File: src/rtl/fetch_unit.sv
// ---------------------------------------------------------------------------
// fetch_unit
//
// Instruction fetch stage between the code cache and decode. It owns the
// program counter and presents a word-aligned fetch address to the cache. The
// cache returns data one cycle later unless it raises its stall flag.
// Returned words are buffered in a small FIFO. Decode drains that FIFO through
// a valid/ready handshake. A redirect from execute flushes everything in
// flight and restarts fetching at the new PC.
//
// Handshake (decode side): the head entry transfers on a rising I_clk edge
// where O_valid && I_ready are both high. O_valid never depends on I_ready.
// O_instr/O_pc are stable while O_valid is high and the head has not been
// accepted.
//
// Parameters:
//   RESET_PC  PC loaded on reset (bits [1:0] ignored)
//   QDEPTH    instruction queue entries, 2 or 4
//
// Ports:
//   I_clk, I_rst        clock, synchronous active-high reset
//   O_imem_addr         fetch byte address to the cache (bits [1:0] = 0)
//   I_imem_data         instruction word, valid the cycle after the address
//   I_imem_stall        cache busy; the data this cycle is invalid
//   I_redirect          flush request from execute
//   I_redirect_pc       new PC (bits [1:0] forced to 0)
//   O_valid/O_instr/O_pc  queue head towards decode
//   I_ready             decode accepts the head this cycle
//
// Optional build macro FETCH_PERF_EN adds:
//   O_perf_stall_cnt    cycles in which an outstanding response stalled
//   O_perf_fetch_cnt    instructions pushed into the queue
// Both counters saturate and are cleared by I_rst.
// ---------------------------------------------------------------------------
module fetch_unit #(
    parameter logic [31:0] RESET_PC = 32'h0000_0000,
    parameter int          QDEPTH   = 2
) (
    input  logic        I_clk,
    input  logic        I_rst,
    output logic [31:0] O_imem_addr,
    input  logic [31:0] I_imem_data,
    input  logic        I_imem_stall,
    input  logic        I_redirect,
    input  logic [31:0] I_redirect_pc,
`ifdef FETCH_PERF_EN
    output logic [31:0] O_perf_stall_cnt,
    output logic [31:0] O_perf_fetch_cnt,
`endif
    output logic        O_valid,
    output logic [31:0] O_instr,
    output logic [31:0] O_pc,
    input  logic        I_ready
);

    // Pointer width covers QDEPTH of 2 or 4. Both are powers of two, so the
    // pointers wrap naturally at QDEPTH.
    localparam int PW = (QDEPTH > 2) ? 2 : 1;
    // The count must be able to hold QDEPTH itself, plus the in-flight request
    // that is added in the issue check.
    localparam int CW = PW + 1;

    localparam logic [31:0] PC_ALIGN_MASK = 32'hFFFF_FFFC;
    localparam logic [31:0] RESET_PC_AL   = RESET_PC & PC_ALIGN_MASK;
    localparam logic [CW-1:0] QDEPTH_C    = CW'(QDEPTH);

    // ------------------------------------------------------------------
    // State
    // ------------------------------------------------------------------
    logic [31:0]   fetch_pc_q, fetch_pc_d;
    logic          req_vld_q,  req_vld_d;
    logic [31:0]   req_pc_q,   req_pc_d;

    logic [31:0]   instr_mem_q [QDEPTH];
    logic [31:0]   pc_mem_q    [QDEPTH];
    logic [PW-1:0] wr_ptr_q,   wr_ptr_d;
    logic [PW-1:0] rd_ptr_q,   rd_ptr_d;
    logic [CW-1:0] count_q,    count_d;

    // The last values shown to decode. They keep O_instr/O_pc steady while
    // the queue is empty.
    logic [31:0]   last_instr_q;
    logic [31:0]   last_pc_q;

    // ------------------------------------------------------------------
    // Datapath control
    // ------------------------------------------------------------------
    logic          head_vld;
    logic          pop;
    logic          resp_stall;
    logic          push;
    logic          issue;
    logic [CW-1:0] count_after_pop;
    logic [CW-1:0] occupancy;

    assign head_vld   = (count_q != '0);
    assign pop        = head_vld && I_ready;

    // An outstanding request whose response the cache did not deliver.
    assign resp_stall = req_vld_q && I_imem_stall;

    // A redirect in the same cycle discards the arriving response.
    assign push       = req_vld_q && !I_imem_stall && !I_redirect;

    // Space check. It accounts for this cycle's pop and for the
    // request already in flight. If the in-flight request and the one
    // issued now both return, each still finds a free slot. That keeps
    // the queue from overflowing and allows one instruction per cycle
    // while decode keeps up.
    assign count_after_pop = count_q - CW'(pop);
    assign occupancy       = count_after_pop + CW'(req_vld_q);

    // No issue during a redirect. No issue while rolling back a stalled
    // response either: the rolled-back address has to be presented first.
    assign issue = !I_redirect && !resp_stall && (occupancy < QDEPTH_C);

    always_comb begin
        fetch_pc_d = fetch_pc_q;
        req_vld_d  = issue;
        req_pc_d   = req_pc_q;
        wr_ptr_d   = wr_ptr_q;
        rd_ptr_d   = rd_ptr_q;
        count_d    = count_q;

        if (I_redirect) begin
            fetch_pc_d = I_redirect_pc & PC_ALIGN_MASK;
            req_vld_d  = 1'b0;
            wr_ptr_d   = '0;
            rd_ptr_d   = '0;
            count_d    = '0;
        end else begin
            if (resp_stall) begin
                // The response was lost; present the same address again.
                fetch_pc_d = req_pc_q;
            end else if (issue) begin
                fetch_pc_d = fetch_pc_q + 32'd4;
            end

            if (issue) begin
                req_pc_d = fetch_pc_q;
            end

            if (push) begin
                wr_ptr_d = wr_ptr_q + PW'(1);
            end
            if (pop) begin
                rd_ptr_d = rd_ptr_q + PW'(1);
            end
            count_d = count_after_pop + CW'(push);
        end
    end

    always_ff @(posedge I_clk) begin
        if (I_rst) begin
            fetch_pc_q   <= RESET_PC_AL;
            req_vld_q    <= 1'b0;
            req_pc_q     <= RESET_PC_AL;
            wr_ptr_q     <= '0;
            rd_ptr_q     <= '0;
            count_q      <= '0;
            last_instr_q <= '0;
            last_pc_q    <= '0;
        end else begin
            fetch_pc_q   <= fetch_pc_d;
            req_vld_q    <= req_vld_d;
            req_pc_q     <= req_pc_d;
            wr_ptr_q     <= wr_ptr_d;
            rd_ptr_q     <= rd_ptr_d;
            count_q      <= count_d;
            last_instr_q <= O_instr;
            last_pc_q    <= O_pc;
        end
    end

    // Queue storage needs no reset: an entry is read only after it has
    // been written, because count_q gates the read.
    always_ff @(posedge I_clk) begin
        if (!I_rst && push) begin
            instr_mem_q[wr_ptr_q] <= I_imem_data;
            pc_mem_q[wr_ptr_q]    <= req_pc_q;
        end
    end

    // ------------------------------------------------------------------
    // Outputs
    // ------------------------------------------------------------------
    assign O_imem_addr = fetch_pc_q;
    assign O_valid     = head_vld;
    assign O_instr     = head_vld ? instr_mem_q[rd_ptr_q] : last_instr_q;
    assign O_pc        = head_vld ? pc_mem_q[rd_ptr_q]    : last_pc_q;

`ifdef FETCH_PERF_EN
    logic [31:0] perf_stall_q;
    logic [31:0] perf_fetch_q;

    always_ff @(posedge I_clk) begin
        if (I_rst) begin
            perf_stall_q <= '0;
            perf_fetch_q <= '0;
        end else begin
            if (resp_stall && (perf_stall_q != 32'hFFFF_FFFF)) begin
                perf_stall_q <= perf_stall_q + 32'd1;
            end
            if (push && (perf_fetch_q != 32'hFFFF_FFFF)) begin
                perf_fetch_q <= perf_fetch_q + 32'd1;
            end
        end
    end

    assign O_perf_stall_cnt = perf_stall_q;
    assign O_perf_fetch_cnt = perf_fetch_q;
`endif

endmodule
File: config.mk
export PLATFORM = sky130hd
export DESIGN_NAME = fetch_unit
export DESIGN_NICKNAME = d
export VERILOG_FILES = /design/src/rtl/fetch_unit.sv
export SDC_FILE = /design/constraint.sdc
export NUM_CORES = 1
export LEC_CHECK = 0
export CAP_MARGIN = 10
export CORE_MARGIN = 2
export CORE_UTILIZATION = 45
export CTS_BUF_LIST = sky130_fd_sc_hd__clkbuf_2
export DETAILED_ROUTE_END_ITERATION = 12
export GPL_ROUTABILITY_DRIVEN = 0
export PLACE_DENSITY = 0.69
export SLEW_MARGIN = 20
export SYNTH_ARGS = -nofsm -noshare
export SYNTH_HDL_FRONTEND = slang
export SYNTH_SLANG_ARGS = --single-unit
File: constraint.sdc
create_clock -name I_clk -period 7.9 [get_ports I_clk]
set_input_delay 0.79 -clock I_clk [delete_from_list [all_inputs] [get_ports I_clk]]
set_output_delay 0.79 -clock I_clk [all_outputs]
set_load 0.05 [all_outputs]
### Sequential cells coloured by netlist name, run 1

Scale bar: 50 µm.
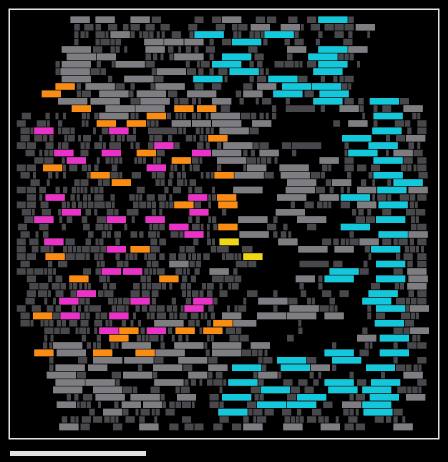
[req_pc_q] orange | flops: 32
[O_imem_addr] magenta | flops: 30
[instr_mem_q] cyan | flops: 64
[count_q] yellow | flops: 2
not coloured: 134

### Clock wiring as the flow saved it, run 1

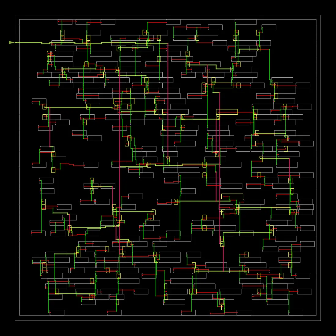
Clock Skews: 60.3 ps
clk latency late pin: 830 ps

==> results.sh, run 1 <==
# implementation run metrics
export IMPL_crit_start_category="flip-flop"
export IMPL_period_used_pct=54.3
export IMPL_combinational_cell_power_consumption_mw=0.268
export IMPL_synth_cellmix_compoundShare_pct=11.7
export IMPL_r2r_slack_ps=4700
export IMPL_clock_net_power_mw=1.05
export IMPL_wl_per_cell_um=16.8
export IMPL_grt_pass1_wl_um=40200
export IMPL_buffers_excl_clock=173
export IMPL_synth_async_reset_ratio_pct=0
export IMPL_finalSetupTns_ps=0
export IMPL_power_group_top="sequential cells"
export IMPL_drc_errors=0
export IMPL_cts_buffers_inserted=69
export IMPL_logic_area_mm2=0.00373
export IMPL_route_met3_wl_um=1980
export IMPL_dieArea_mm2=0.0247
export IMPL_via_count=8119
export IMPL_switchingPower_mw=0.752
export IMPL_tightest_slew_ps=1100
export IMPL_report_final_slew_viol_count=0
export IMPL_placed_cells_incl_taps=1403
export IMPL_xor_area_share_pct=1.08
export IMPL_design_core_area_mm2=0.0233
export IMPL_cp_num_buf_inv=2
export IMPL_layout_cells_most_common_list="172 x sky130_fd_sc_hd__nand2_1, 162 x sky130_fd_sc_hd__clkdlybuf4s50_1, 133 x sky130_fd_sc_hd__dfxtp_1"
export IMPL_grt_overflow_total=0
export IMPL_share_of_final_layout_standard_cells_stronger_than_drive_strength_1_pct=11.6
export IMPL_drtIter0Drc=636
export IMPL_timing_critical_path_fanout_max=41
export IMPL_top_area_cell_class="sequential cells"
export IMPL_power_static_leakage_nw=4.54
export IMPL_power_per_cell_area_mw_per_mm2=213
export IMPL_power_sequential_fraction_pct=53.0
export IMPL_met3_usage_pct=5.78
export IMPL_stdcell_count=1531
export IMPL_number_of_global_route_vias_before_repair=7892
export IMPL_die_height_um=157
export IMPL_highest_layer="met4"
export IMPL_cell_area_after_placement_mm2=0.0124
export IMPL_comb_area_share_pct=28.4
export IMPL_hold_depth=0
export IMPL_worst_setup_path_type="reg2out"
export IMPL_top_area_share_pct=36.4
export IMPL_clock_fmax_mhz=233
export IMPL_synth_stat_cells=980
export IMPL_share_clk_of_total_power_pct=37.4
export IMPL_tritoncts_num_sinks=262
export IMPL_flops=262
export IMPL_final_setup_worst_slack_ps=3610
export IMPL_final_worst_hold_slack_ps=444
export IMPL_num_nets_final=1227
export IMPL_number_of_multi_input_combinational_cells_in_the_layout=633
export IMPL_detailroute_wirelength_met2_um=12100
export IMPL_drt_pass1_iter_count=5
export IMPL_mostFrequentLayoutCell="sky130_fd_sc_hd__nand2_1"
export IMPL_grtUsageTotal_pct=20.8
export IMPL_result_of_the_run="finished clean"
export IMPL_worst_supply_voltage_drop_on_vdd_mv=0.101
export IMPL_synth_cellmix_adderShare_pct=0.355
export IMPL_wl_met1_um=11000
export IMPL_ys_sh_simple_pct=15.7
export IMPL_worstHoldStart="req_pc_q[0]$_SDFFE_PP0P_"
export IMPL_ys_dominant_reg_cell="sky130_fd_sc_hd__dfxtp_1"
export IMPL_cp_data_arrival_time_ps=3500
export IMPL_fillerInstances=2079
export IMPL_groute_layer_met2_usage_pct=32.7
export IMPL_worst_setup_path_end_kind="primary output"
export IMPL_via_per_inst=5.30
export IMPL_ctsHtreeMaxLevel=3
export IMPL_yosys_mux_area_fraction_pct=6.34
export IMPL_setup_repair_after_global_routing_missed_its_margin="false"
export IMPL_num_nonclk_inverters=16
export IMPL_antenna_diode_count=1
export IMPL_synth_comb_largest_family="simple AND/OR/NAND/NOR gates"
export IMPL_core_util_floorplan_pct=45.5
export IMPL_synthesis_area_per_instance_um2=10.8
### Routed metal per tile, run 1

31 x 31 tiles, from dark purple (low) to yellow (high), scaled to the fullest tile. Values are wire area over tile area, all layers added.
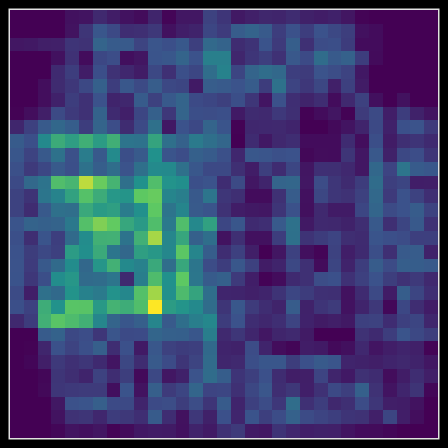
nearly empty tiles: 9.8%
emptiest ninth of the die: north-east
densest ninth of the die: west
tiles over half the peak: 7.3%
mean over tiles: 0.17

run 1: worst register-to-register path, cell delays in order (launching register included):
cell,delay [ps]
sky130_fd_sc_hd__dfxtp_1,360
sky130_fd_sc_hd__nor2_4,130
sky130_fd_sc_hd__inv_1,60
sky130_fd_sc_hd__and2_1,190
sky130_fd_sc_hd__ha_1,190
sky130_fd_sc_hd__xor2_1,350
sky130_fd_sc_hd__nand3_1,580
sky130_fd_sc_hd__a21oi_2,580
sky130_fd_sc_hd__buf_4,430
sky130_fd_sc_hd__nand2_1,100
sky130_fd_sc_hd__a21oi_1,140
run 1: sequential cells by signal (all words and copies together) (netlist names), named ones only:
signal        count
last_instr_q     32
req_pc_q         32
last_pc_q        32
pc_mem_q         64
wr_ptr_q          1
instr_mem_q      64
O_imem_addr      30
rd_ptr_q          1
req_vld_q         1
count_q           2
### Local utilization, run 1

Scale bar: 50 µm. 16 x 16 tiles, from dark purple (low) to yellow (high), 0 to 100% covered.
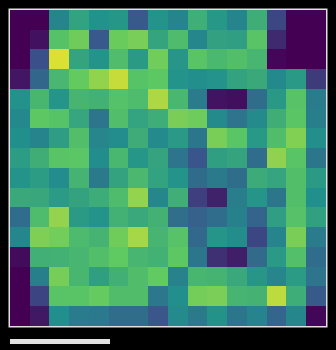

==> run 2, diff against run 1 <==
PLACE_DENSITY = 0.71   (was 0.69)
clock period = 3.76 ns   (was 7.9 ns; I/O delays follow)
### Local utilization, run 2

Scale bar: 50 µm. 16 x 16 tiles, from dark purple (low) to yellow (high), 0 to 100% covered.
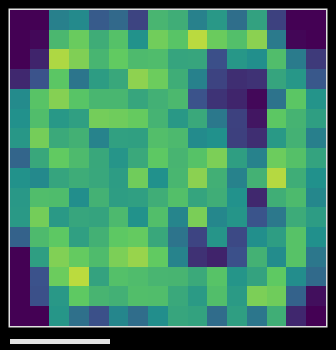
fullest tile: 90%
mean over tiles: 52%
emptiest ninth of the die: north-east
nearly empty tiles: 5.5%
tiles over 75% full: 13%

==> run 2 against run 1 <==
- count of clock-buffer cells in the layout is 4 lower
- power increased by 110%
- sequential power increased by 110%
- via count down 0.30%
- combinational power up 110%
- cell count is 0.20% higher
- sequential share of layout area is 0.35 points lower
- worst setup slack got worse by 3200 ps
- synthesized area is the same
- synthesized cell count stayed put
- worst hold slack worse by 290 ps
- largest power group unchanged
- highest routed layer unchanged
==> results.sh, run 2 <==
# implementation run metrics
export IMPL_via_count=8095
export IMPL_drc_errors=0
export IMPL_cp_num_buf_inv=2
export IMPL_ctsHtreeMaxLevel=3
export IMPL_worstHoldStart="I_redirect_pc[8]"
export IMPL_result_of_the_run="finished clean"
export IMPL_tightest_slew_ps=868
export IMPL_period_used_pct=89.7
export IMPL_clock_latency_late_pin_ps=810
export IMPL_worst_supply_voltage_drop_on_vdd_mv=0.225
export IMPL_ys_sh_simple_pct=15.7
export IMPL_cts_buffers_inserted=68
export IMPL_grt_pass1_wl_um=39300
export IMPL_report_final_slew_viol_count=0
export IMPL_cell_area_after_placement_mm2=0.0125
export IMPL_met3_usage_pct=5.26
export IMPL_synth_cellmix_compoundShare_pct=11.7
export IMPL_final_setup_worst_slack_ps=386
export IMPL_mostFrequentLayoutCell="sky130_fd_sc_hd__nand2_1"
export IMPL_power_per_cell_area_mw_per_mm2=435
export IMPL_logic_area_mm2=0.00375
export IMPL_synth_async_reset_ratio_pct=0
export IMPL_switchingPower_mw=1.55
export IMPL_route_met3_wl_um=1970
export IMPL_layout_cells_most_common_list="172 x sky130_fd_sc_hd__nand2_1, 162 x sky130_fd_sc_hd__clkdlybuf4s50_1, 133 x sky130_fd_sc_hd__dfxtp_1"
export IMPL_design_core_area_mm2=0.0233
export IMPL_top_area_share_pct=36.4
export IMPL_worst_setup_path_end_kind="primary output"
export IMPL_combinational_cell_power_consumption_mw=0.568
export IMPL_clock_skew_final_ps=50.7
export IMPL_synthesis_area_per_instance_um2=10.8
export IMPL_reg_top3="instr_mem_q x64, pc_mem_q x64"
export IMPL_highest_layer="met4"
export IMPL_r2r_slack_ps=950
export IMPL_cp_data_arrival_time_ps=3000
export IMPL_finalSetupTns_ps=0
export IMPL_grtUsageTotal_pct=20.3
export IMPL_share_clk_of_total_power_pct=36.1
export IMPL_share_of_final_layout_standard_cells_stronger_than_drive_strength_1_pct=12.0
export IMPL_drtIter0Drc=584
export IMPL_wl_met1_um=10800
export IMPL_num_nets_final=1234
export IMPL_grt_overflow_total=0
export IMPL_synth_cellmix_adderShare_pct=0.355
export IMPL_detailroute_wirelength_met2_um=12000
export IMPL_power_sequential_fraction_pct=54.1
export IMPL_fillerInstances=2094
export IMPL_number_of_global_route_vias_before_repair=7669
run 2: cell count changes in the layout (fill, tap and decap cells not counted), sizes merged:
cell,change
clkinv,-1
bufinv,-1
clkbuf,-4
clkinvlp,+1
buf,+8
run 2: final cells by class:
type | instances | share of cell area [%]
clock buffer | 108 | 4.08
antenna | 1 | 0.0189
sequential | 262 | 49.3
inverter | 16 | 0.453
multi-input combinational | 633 | 28.3
clock inverter | 14 | 1.07
timing repair buffer | 181 | 13.8
tap | 319 | 3.01
run 2: per-stage QoR:
step | cells | total power, mW
2_1_floorplan | 980 | 3.51
3_3_place_gp | 1410 | 3.74
3_5_place_dp | 1410 | 3.75
4_1_cts | 1532 | 5.85
5_1_grt | 1534 | 6.03
6_report | 1534 | 5.77
Power figures rest on the tool's default switching activity, not on a simulated workload.
